### Placement view, run 1

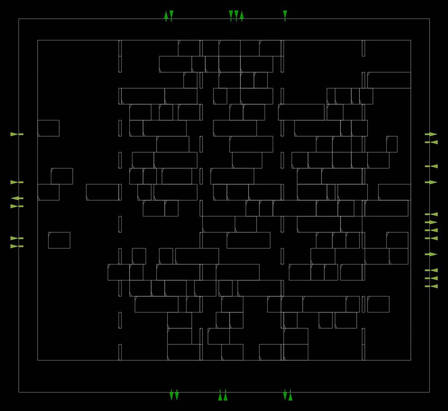
### Signal wires on met1, run 1

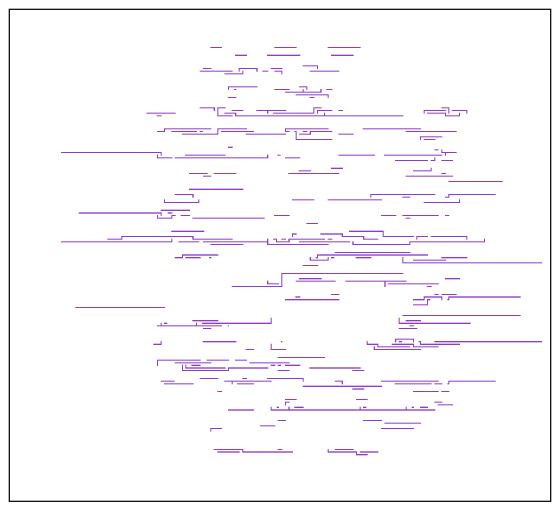
### M2 wires, run 1

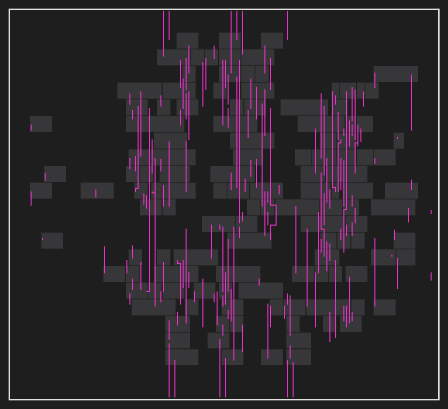
### Placement density heat map, run 1

The die is cut into 7 by 6 equal tiles; white is low, dark blue is high, 0 to 100% covered.
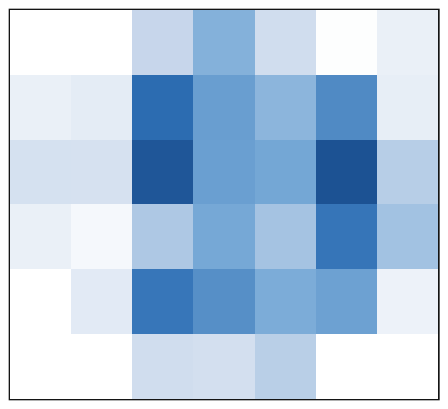
**src/rtl/aggregator_pkg.sv**
```systemverilog
// Shared constants and state type for the aggregator/disaggregator pair.
package aggregator_pkg;

  localparam int DEFAULT_DATA_WIDTH  = 8;
  localparam int DEFAULT_FETCH_WIDTH = 2;

  typedef enum logic {
    ST_EMPTY = 1'b0,
    ST_DRAIN = 1'b1
  } agg_state_t;

  // Slice index width; a single-slice word still needs one bit.
  function automatic int idx_width(input int fetch_width);
    return (fetch_width > 1) ? $clog2(fetch_width) : 1;
  endfunction

endpackage

```
**src/rtl/disaggregator_if.sv**
```systemverilog
// FIFO-side handshake bundle for the disaggregator.
// DISAGGREGATOR_LAST_EN adds receiver_last, marking the final slice of each wide word.
interface disaggregator_if
  import aggregator_pkg::*;
#(
  parameter int DATA_WIDTH  = DEFAULT_DATA_WIDTH,
  parameter int FETCH_WIDTH = DEFAULT_FETCH_WIDTH
);

  logic [FETCH_WIDTH*DATA_WIDTH-1:0] sender_data;
  logic                              sender_empty_n;
  logic                              sender_deq;
  logic [DATA_WIDTH-1:0]             receiver_data;
  logic                              receiver_full_n;
  logic                              receiver_enq;
`ifdef DISAGGREGATOR_LAST_EN
  logic                              receiver_last;
`endif

  modport master (
    output sender_deq, receiver_data, receiver_enq,
`ifdef DISAGGREGATOR_LAST_EN
    receiver_last,
`endif
    input  sender_data, sender_empty_n, receiver_full_n
  );

  modport slave (
    input  sender_deq, receiver_data, receiver_enq,
`ifdef DISAGGREGATOR_LAST_EN
    receiver_last,
`endif
    output sender_data, sender_empty_n, receiver_full_n
  );

endinterface

```
**src/rtl/disaggregator_slice_mux.sv**
```systemverilog
// Selects one DATA_WIDTH slice of the held wide word; slice 0 is the low bits.
module disaggregator_slice_mux
  import aggregator_pkg::*;
#(
  parameter int DATA_WIDTH  = DEFAULT_DATA_WIDTH,
  parameter int FETCH_WIDTH = DEFAULT_FETCH_WIDTH,
  parameter int IDX_W       = idx_width(FETCH_WIDTH)
)
(
  input  logic [FETCH_WIDTH*DATA_WIDTH-1:0] hold,
  input  logic [IDX_W-1:0]                  idx,
  output logic [DATA_WIDTH-1:0]             data
);

  logic [DATA_WIDTH-1:0] slices [FETCH_WIDTH];

  for (genvar gi = 0; gi < FETCH_WIDTH; gi++) begin : g_slice
    assign slices[gi] = hold[gi*DATA_WIDTH +: DATA_WIDTH];
  end

  always_comb begin
    data = '0;
    for (int i = 0; i < FETCH_WIDTH; i++) begin
      if (idx == IDX_W'(i)) data = slices[i];
    end
  end

endmodule

```
**src/rtl/disaggregator.sv**
```systemverilog
// Unpacks wide FIFO words into FETCH_WIDTH narrow words, slice 0 first, one per cycle.
// Optional receiver_last output enabled by DISAGGREGATOR_LAST_EN.
module disaggregator
  import aggregator_pkg::*;
#(
  parameter int DATA_WIDTH  = DEFAULT_DATA_WIDTH,
  parameter int FETCH_WIDTH = DEFAULT_FETCH_WIDTH
)
(
  input  logic             clk,
  input  logic             rst,
  disaggregator_if.master  bus
);

  localparam int               IDX_W    = idx_width(FETCH_WIDTH);
  localparam int               WIDE_W   = FETCH_WIDTH * DATA_WIDTH;
  localparam logic [IDX_W-1:0] LAST_IDX = IDX_W'(FETCH_WIDTH - 1);

  agg_state_t        state_reg;
  logic [IDX_W-1:0]  idx_reg;
  logic [WIDE_W-1:0] hold_reg;

  logic last_slice;
  logic enq;
  logic deq;

  assign last_slice = (idx_reg == LAST_IDX);
  assign enq = !rst && (state_reg == ST_DRAIN) && bus.receiver_full_n;
  // Reload on the final slice's transfer so back-to-back words have no bubble.
  assign deq = !rst && bus.sender_empty_n &&
               ((state_reg == ST_EMPTY) || (enq && last_slice));

  assign bus.sender_deq   = deq;
  assign bus.receiver_enq = enq;
`ifdef DISAGGREGATOR_LAST_EN
  assign bus.receiver_last = enq && last_slice;
`endif

  always_ff @(posedge clk) begin
    if (rst) begin
      state_reg <= ST_EMPTY;
      idx_reg   <= '0;
      hold_reg  <= '0;
    end else if (deq) begin
      state_reg <= ST_DRAIN;
      idx_reg   <= '0;
      hold_reg  <= bus.sender_data;
    end else if (enq) begin
      if (last_slice) begin
        state_reg <= ST_EMPTY;
      end else begin
        idx_reg <= idx_reg + IDX_W'(1);
      end
    end
  end

  disaggregator_slice_mux #(
    .DATA_WIDTH  (DATA_WIDTH),
    .FETCH_WIDTH (FETCH_WIDTH),
    .IDX_W       (IDX_W)
  ) u_slice_mux (
    .hold (hold_reg),
    .idx  (idx_reg),
    .data (bus.receiver_data)
  );

endmodule

```
**src/flat_wrapper.sv**
```systemverilog
// flat-port wrapper written by rule: the top's interface ports become plain ports
module disaggregator_flat import aggregator_pkg::*;
#(
  parameter int DATA_WIDTH  = DEFAULT_DATA_WIDTH,
  parameter int FETCH_WIDTH = DEFAULT_FETCH_WIDTH
)
  (clk, rst, bus_sender_deq, bus_receiver_data, bus_receiver_enq, bus_sender_data, bus_sender_empty_n, bus_receiver_full_n);
  disaggregator_if #(.DATA_WIDTH(DATA_WIDTH), .FETCH_WIDTH(FETCH_WIDTH)) bus_i ();
  input  logic clk;
  input  logic rst;
  output wire logic [$bits(bus_i.sender_deq)-1:0] bus_sender_deq;
  output wire logic [$bits(bus_i.receiver_data)-1:0] bus_receiver_data;
  output wire logic [$bits(bus_i.receiver_enq)-1:0] bus_receiver_enq;
  input wire logic [$bits(bus_i.sender_data)-1:0] bus_sender_data;
  input wire logic [$bits(bus_i.sender_empty_n)-1:0] bus_sender_empty_n;
  input wire logic [$bits(bus_i.receiver_full_n)-1:0] bus_receiver_full_n;
  assign bus_sender_deq = bus_i.sender_deq;
  assign bus_receiver_data = bus_i.receiver_data;
  assign bus_receiver_enq = bus_i.receiver_enq;
  assign bus_i.sender_data = bus_sender_data;
  assign bus_i.sender_empty_n = bus_sender_empty_n;
  assign bus_i.receiver_full_n = bus_receiver_full_n;
  disaggregator #(.DATA_WIDTH(DATA_WIDTH), .FETCH_WIDTH(FETCH_WIDTH)) u_core (.clk(clk), .rst(rst), .bus(bus_i));
endmodule
```
**config.mk**
```make
export PLATFORM = sky130hd
export DESIGN_NAME = disaggregator_flat
export DESIGN_NICKNAME = d
export VERILOG_FILES = /design/src/rtl/aggregator_pkg.sv /design/src/rtl/disaggregator_if.sv /design/src/rtl/disaggregator_slice_mux.sv /design/src/rtl/disaggregator.sv /design/src/flat_wrapper.sv
export SDC_FILE = /design/constraint.sdc
export NUM_CORES = 1
export LEC_CHECK = 0
export CORE_ASPECT_RATIO = 0.9
export CORE_MARGIN = 3
export CORE_UTILIZATION = 25
export CTS_CLUSTER_DIAMETER = 80
export DETAILED_ROUTE_END_ITERATION = 6
export SLEW_MARGIN = 25
export SYNTH_ARGS = -nofsm -noshare
export SYNTH_HDL_FRONTEND = slang
export SYNTH_SLANG_ARGS = --single-unit
```
**constraint.sdc**
```tcl
create_clock -name clk -period 1.3 [get_ports clk]
set_clock_uncertainty 0.05 [all_clocks]
set_input_delay 0.26 -clock clk [delete_from_list [all_inputs] [get_ports clk]]
set_output_delay 0.26 -clock clk [all_outputs]
set_load 0.05 [all_outputs]
```
==> job_summary.md, run 1 <==
### Yosys + OpenROAD results

| Metric | Value |
|---|---|
| Xor/xnor share | `0` |
| Total length of routed met2 wires | `just under 900 um` |
| Storage element area | `362.8 sq um` |
| PnR worst setup slack | `-0.2342 ns` |
| Met3 Use GR | `0.04306` |
| Area after DPL | `1289 sq um` |
| Post-CTS setup buffers | `2` |
| Seq_cells | `18` |
| Capture point of the critical path | `bus_receiver_data[4]` |
| Number of nets at floorplan | `110` |
| Top cell area share | `0.3924` |
| Most frequent cells after synthesis | `nand2b_1, dfxtp_1, mux2i_1` |
| CP endpoint kind | `output pin` |
| Period Utilization, post-route | `1.180` |
| Inverters, non-clock | `0` |
| Critical Path RT | `~0.99 ns` |
| Post-CTS Hold Fix Bufs | `0` |
| Clock network power share | `0.268` |
| Most numerous logic cell after layout | `nand2b_1` |
| Fin. max-slew vios | `0` |
| AO/OA Area Share | `0.02725` |
| Total clock buffers created by CTS | `3` |
| Syn_area_per_cell | `~10 sq um` |
| Root Driver | `clkbuf_8` |
| Wire length on met1 | `914 um` |
| Multiplexer area fraction after synthesis | `0.2725` |
| Synth Register Bits | `18` |
| Clk sinks | `18` |
| Worst Path Arrival | `1.22 ns` |
| Fa+ha+maj area frac | `0` |
| P_seq | `~0.61 mW` |
| R2R Setup Slk | `-0.01 ns` |
| Comb area leader | `multiplexers` |
| Sw power | `0.3648 mW` |
| DRT iter0 DRCs | `19` |
| Run status | `complete, but fails checks` |
| Buffering overhead | `0.2880` |
| Avg WL per Cell | `11.60 um` |
| CP Launch Point | `u_core.idx_reg` |
| Setup Viol. Count Final | `18` |
| NumNets Final | `roughly 150` |
| Number of vias per cell | `4.254` |
| FILL cells | `around 330` |
| Clock buffer cells | `3` |
| P&R area growth vs syn | `54.22%` |
| Post-synth cell types | `15` |
| Pint | `about 1.0 mW` |
| Switching Share | `0.2659` |
| Combinational share of power | `0.287` |
| DRC | `0` |
| Share of layout cells above drive strength 1 | `0.2960` |
| Comb gates | `66` |
| Synth Instances | `90` |
| DR top layer | `met4` |
| Post-Place Worst Slack | `-0.3488 ns` |
| Failing checks | `negative setup slack` |
| Fmax | `0.6518 GHz` |
| RePlAce Congestion | `about 0.75` |
| All-Layer GR Usage | `0.09619` |
| Comb group | `0.394 mW` |
| Yosys Instances | `around 90` |
| # H-tree levels | `1` |
| Critical path's slowest cell | `dfxtp_2` |
| Met3 wire length | `152 um` |
| Worst-path maximum fanout | `5` |
| Synthesis area per yosys | `918.4 sq um` |
| TNS Setup | `-1.977 ns` |
| Worst hold endpoint | `u_core.state_reg` |
| Finished Layout Cells | `169` |
| Crit path time final | `1.534 ns` |
| Die Width | `69.89 um` |
About 'Placement view':
final core utilization: 0.4101
row count: 20
Seq area share: 0.2562

About 'Signal wires on met1':
123 nets have wire on it. The longest straight run is 21.6 um.
met1 Usage GRT: 0.1220
final WL: 1960 um
Vias: 719

About 'M2 wires':
The wires run mostly vertical. 120 nets have wire on it. The layer holds 45% of the routed length. The longest straight run is 29.9 um. The layer carries 878 um of wire.
GR Layer Usage met2: 0.1498

About 'Placement density heat map':
The mean over all tiles is 31%. The fullest tile reaches 86%. The emptiest ninth of the die: lower left. 19% of the tiles are nearly empty.
core area: 3453 sq um
fp_density: 0.2659

## Run 2: what changed since run 1
--- a/config.mk
+++ b/config.mk
@@ -5,11 +5,13 @@
 export SDC_FILE = /design/constraint.sdc
 export NUM_CORES = 1
 export LEC_CHECK = 0
+export CELL_PAD_IN_SITES_DETAIL_PLACEMENT = 1
+export CELL_PAD_IN_SITES_GLOBAL_PLACEMENT = 1
 export CORE_ASPECT_RATIO = 0.9
-export CORE_MARGIN = 3
 export CORE_UTILIZATION = 25
 export CTS_CLUSTER_DIAMETER = 80
 export DETAILED_ROUTE_END_ITERATION = 6
+export PLACE_DENSITY_LB_ADDON = 0.1
 export SLEW_MARGIN = 25
 export SYNTH_ARGS = -nofsm -noshare
 export SYNTH_HDL_FRONTEND = slang
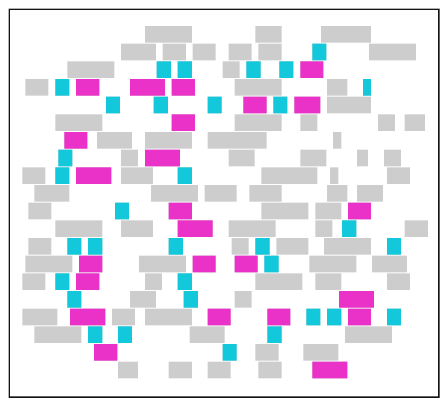
*Gate-type map, run 2*
Key: cyan = nand cells [cells 33, where spread over the die]; magenta = mux cells [cells 24]
most numerous logic cell after layout: nand2b_1
logic share of the area: 0.3642
Finished Layout Cells: 176

==> run 2 against run 1 <==
Net effect: the run still ends with negative setup slack left; cell count is 4.1% higher; routed wire length increased by 21%; clock power is 26% higher; maximum frequency down 2.3%; critical endpoint is now bus_sender_deq; critical path depth rose by 1; first-iteration DRC count fell by 68%; global-route usage is 3.6 points higher; sequential power barely moved.
==> job_summary.md, run 2 <==
### Yosys + OpenROAD results

| Metric | Value |
|---|---|
| Worst hold endpoint | `u_core.hold_reg[9]` |
| Post-synth cell types | `15` |
| Seq_cells | `18` |
| Met3 Use GR | `0.04231` |
| Wire length on met1 | `approximately 1000 um` |
| RePlAce Congestion | `between 0.6 and 0.7` |
| Number of vias per cell | `4.278` |
| Critical Path RT | `0.99 ns` |
| Clk sinks | `18` |
| Die Width | `65.89 um` |
| Comb area leader | `multiplexers` |
| All-Layer GR Usage | `0.1326` |
| Capture point of the critical path | `bus_sender_deq` |
| Setup Viol. Count Final | `13` |
| Root Driver | `clkbuf_8` |
| Inverters, non-clock | `0` |
| Vias | `roughly 750` |
| Row count | `20` |
| Top cell area share | `0.3924` |
| Buffering overhead | `0.3277` |
| Fa+ha+maj area frac | `0` |
| Storage element area | `365.4 sq um` |
| Failing checks | `negative setup slack` |
| # H-tree levels | `1` |
| Post-Place Worst Slack | `-0.3899 ns` |
| Run status | `complete, but fails checks` |
| DR top layer | `met4` |
| NumNets Final | `153` |
| Worst Path Arrival | `1.26 ns` |
| Avg WL per Cell | `13.49 um` |
| AO/OA Area Share | `0.02725` |
| Combinational share of power | `0.294` |
| Post-CTS setup buffers | `3` |
| Xor/xnor share | `0` |
| Most frequent cells after synthesis | `nand2b_1, dfxtp_1, mux2i_1` |
| DRT iter0 DRCs | `6` |
| P_seq | `0.610 mW` |
| Final WL | `2374 um` |
| Worst-path maximum fanout | `3` |
| Clock network power share | `0.305` |
| Share of layout cells above drive strength 1 | `0.3258` |
| PnR worst setup slack | `-0.2705 ns` |
| GR Layer Usage met2 | `0.2405` |
| Post-CTS Hold Fix Bufs | `0` |
| Pint | `1.109 mW` |
| Fmax | `0.6367 GHz` |
| Area after DPL | `1311 sq um` |
| Seq area share | `0.2368` |
| Switching Share | `0.2715` |
| Fp_density | `0.2659` |
| Period Utilization, post-route | `1.208` |
| Sw power | `0.4133 mW` |
| TNS Setup | `-2.237 ns` |
| Multiplexer area fraction after synthesis | `0.2725` |
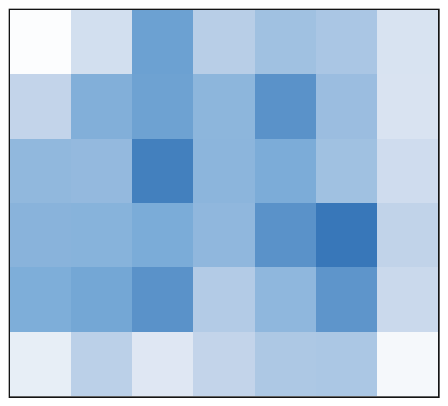
*Placement density heat map, run 2*
The die is cut into 7 by 6 equal tiles; white is low, dark blue is high, 0 to 100% covered.
2.4% of the tiles are nearly empty. The mean over all tiles is 38%. The fullest tile reaches 71%.
final core utilization: 0.4467

## Run 3: what changed since run 2
--- a/config.mk
+++ b/config.mk
@@ -9,6 +9,7 @@
 export CELL_PAD_IN_SITES_GLOBAL_PLACEMENT = 1
 export CORE_ASPECT_RATIO = 0.9
 export CORE_UTILIZATION = 25
+export CTS_BUF_LIST = sky130_fd_sc_hd__clkbuf_8
 export CTS_CLUSTER_DIAMETER = 80
 export DETAILED_ROUTE_END_ITERATION = 6
 export PLACE_DENSITY_LB_ADDON = 0.1
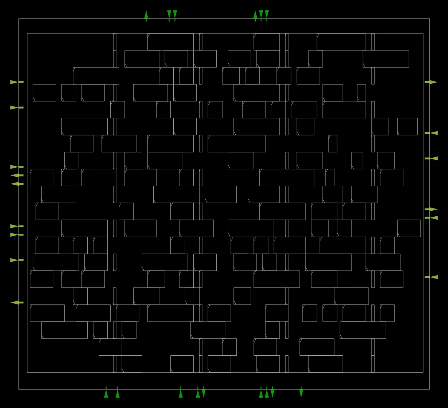
*Placement view, run 3*
FILL cells: 380
tap cells: 44

==> run 3 against run 2 <==
Net effect: the run still ends with negative setup slack left; non-clock buffer count unchanged; combinational power about the same; maximum frequency did not move; highest routed layer unchanged; global-route usage unchanged; power did not move; cell count unchanged; sequential power is essentially flat; routed wire length unchanged; sequential share of layout area is the same; critical path depth did not move; critical endpoint unchanged; flip-flop count unchanged.
==> job_summary.md, run 3 <==
### Yosys + OpenROAD results

| Metric | Value |
|---|---|
| Failing checks | `negative setup slack` |
| Critical Path RT | `0.99 ns` |
| Most frequent cells after synthesis | `nand2b_1, dfxtp_1, mux2i_1` |
| Clk sinks | `18` |
| Vias | `753` |
| Met3 Use GR | `0.04231` |
| Area after DPL | `1311 sq um` |
| TNS Setup | `-2.237 ns` |
| NumNets Final | `153` |
| Comb group | `0.448 mW` |
| Final core utilization | `0.4467` |
| Number of nets at floorplan | `110` |
| Sw power | `about 0.41 mW` |
| Met3 wire length | `107 um` |
| Most numerous logic cell after layout | `nand2b_1` |
| CP endpoint kind | `output pin` |
| DRT iter0 DRCs | `6` |
| Xor/xnor share | `0` |
| P_seq | `0.610 mW` |
| Total clock buffers created by CTS | `3` |
| Wire length on met1 | `just over 1000 um` |
| Setup Viol. Count Final | `13` |
| Top cell area share | `0.3924` |
| Capture point of the critical path | `bus_sender_deq` |
| Post-CTS setup buffers | `3` |
| Clock network power share | `0.305` |
| Seq area share | `0.2368` |
| Worst hold endpoint | `u_core.hold_reg[9]` |
| Pint | `1.109 mW` |
| Multiplexer area fraction after synthesis | `0.2725` |
| Clock buffer cells | `4` |
| Syn_area_per_cell | `~10 sq um` |
| Logic share of the area | `0.3642` |
| Fin. max-slew vios | `0` |
| Die Width | `65.89 um` |
| Synthesis area per yosys | `918.4 sq um` |
| Total length of routed met2 wires | `1228 um` |
| Root Driver | `clkbuf_8` |
| CP Launch Point | `bus_sender_empty_n` |
| All-Layer GR Usage | `0.1326` |
| Yosys Instances | `roughly 90` |
| Post-synth cell types | `15` |
| Fp_density | `0.2659` |
| Synth Register Bits | `18` |
| Run status | `complete, but fails checks` |
| Critical path's slowest cell | `clkdlybuf4s50_1` |
| Switching Share | `0.2715` |
| Worst Path Arrival | `1.26 ns` |
| Fmax | `0.6367 GHz` |
| Comb gates | `66` |
| Combinational share of power | `0.294` |
| Crit path time final | `1.571 ns` |
| Row count | `20` |
| Number of vias per cell | `roughly 4.3` |
| PnR worst setup slack | `-0.2705 ns` |
| DR top layer | `met4` |
| RePlAce Congestion | `0.6752` |
| Fa+ha+maj area frac | `0` |
| Met1 Usage GRT | `0.1478` |
| Avg WL per Cell | `13.49 um` |
| Worst-path maximum fanout | `3` |
| R2R Setup Slk | `0.01 ns` |
| Seq_cells | `18` |
| Post-CTS Hold Fix Bufs | `0` |
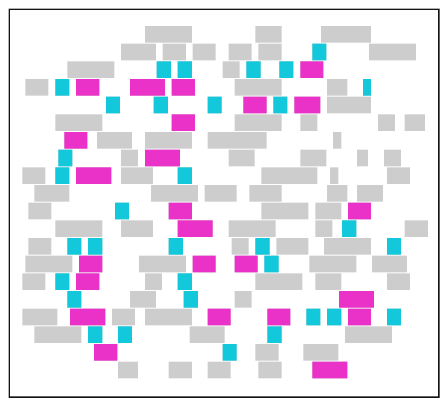
*Gate-type map, run 3*
Key: magenta = mux cells [cells 24]; cyan = nand cells [cells 33, where spread over the die]

Power is estimated from default activity; no workload was simulated.
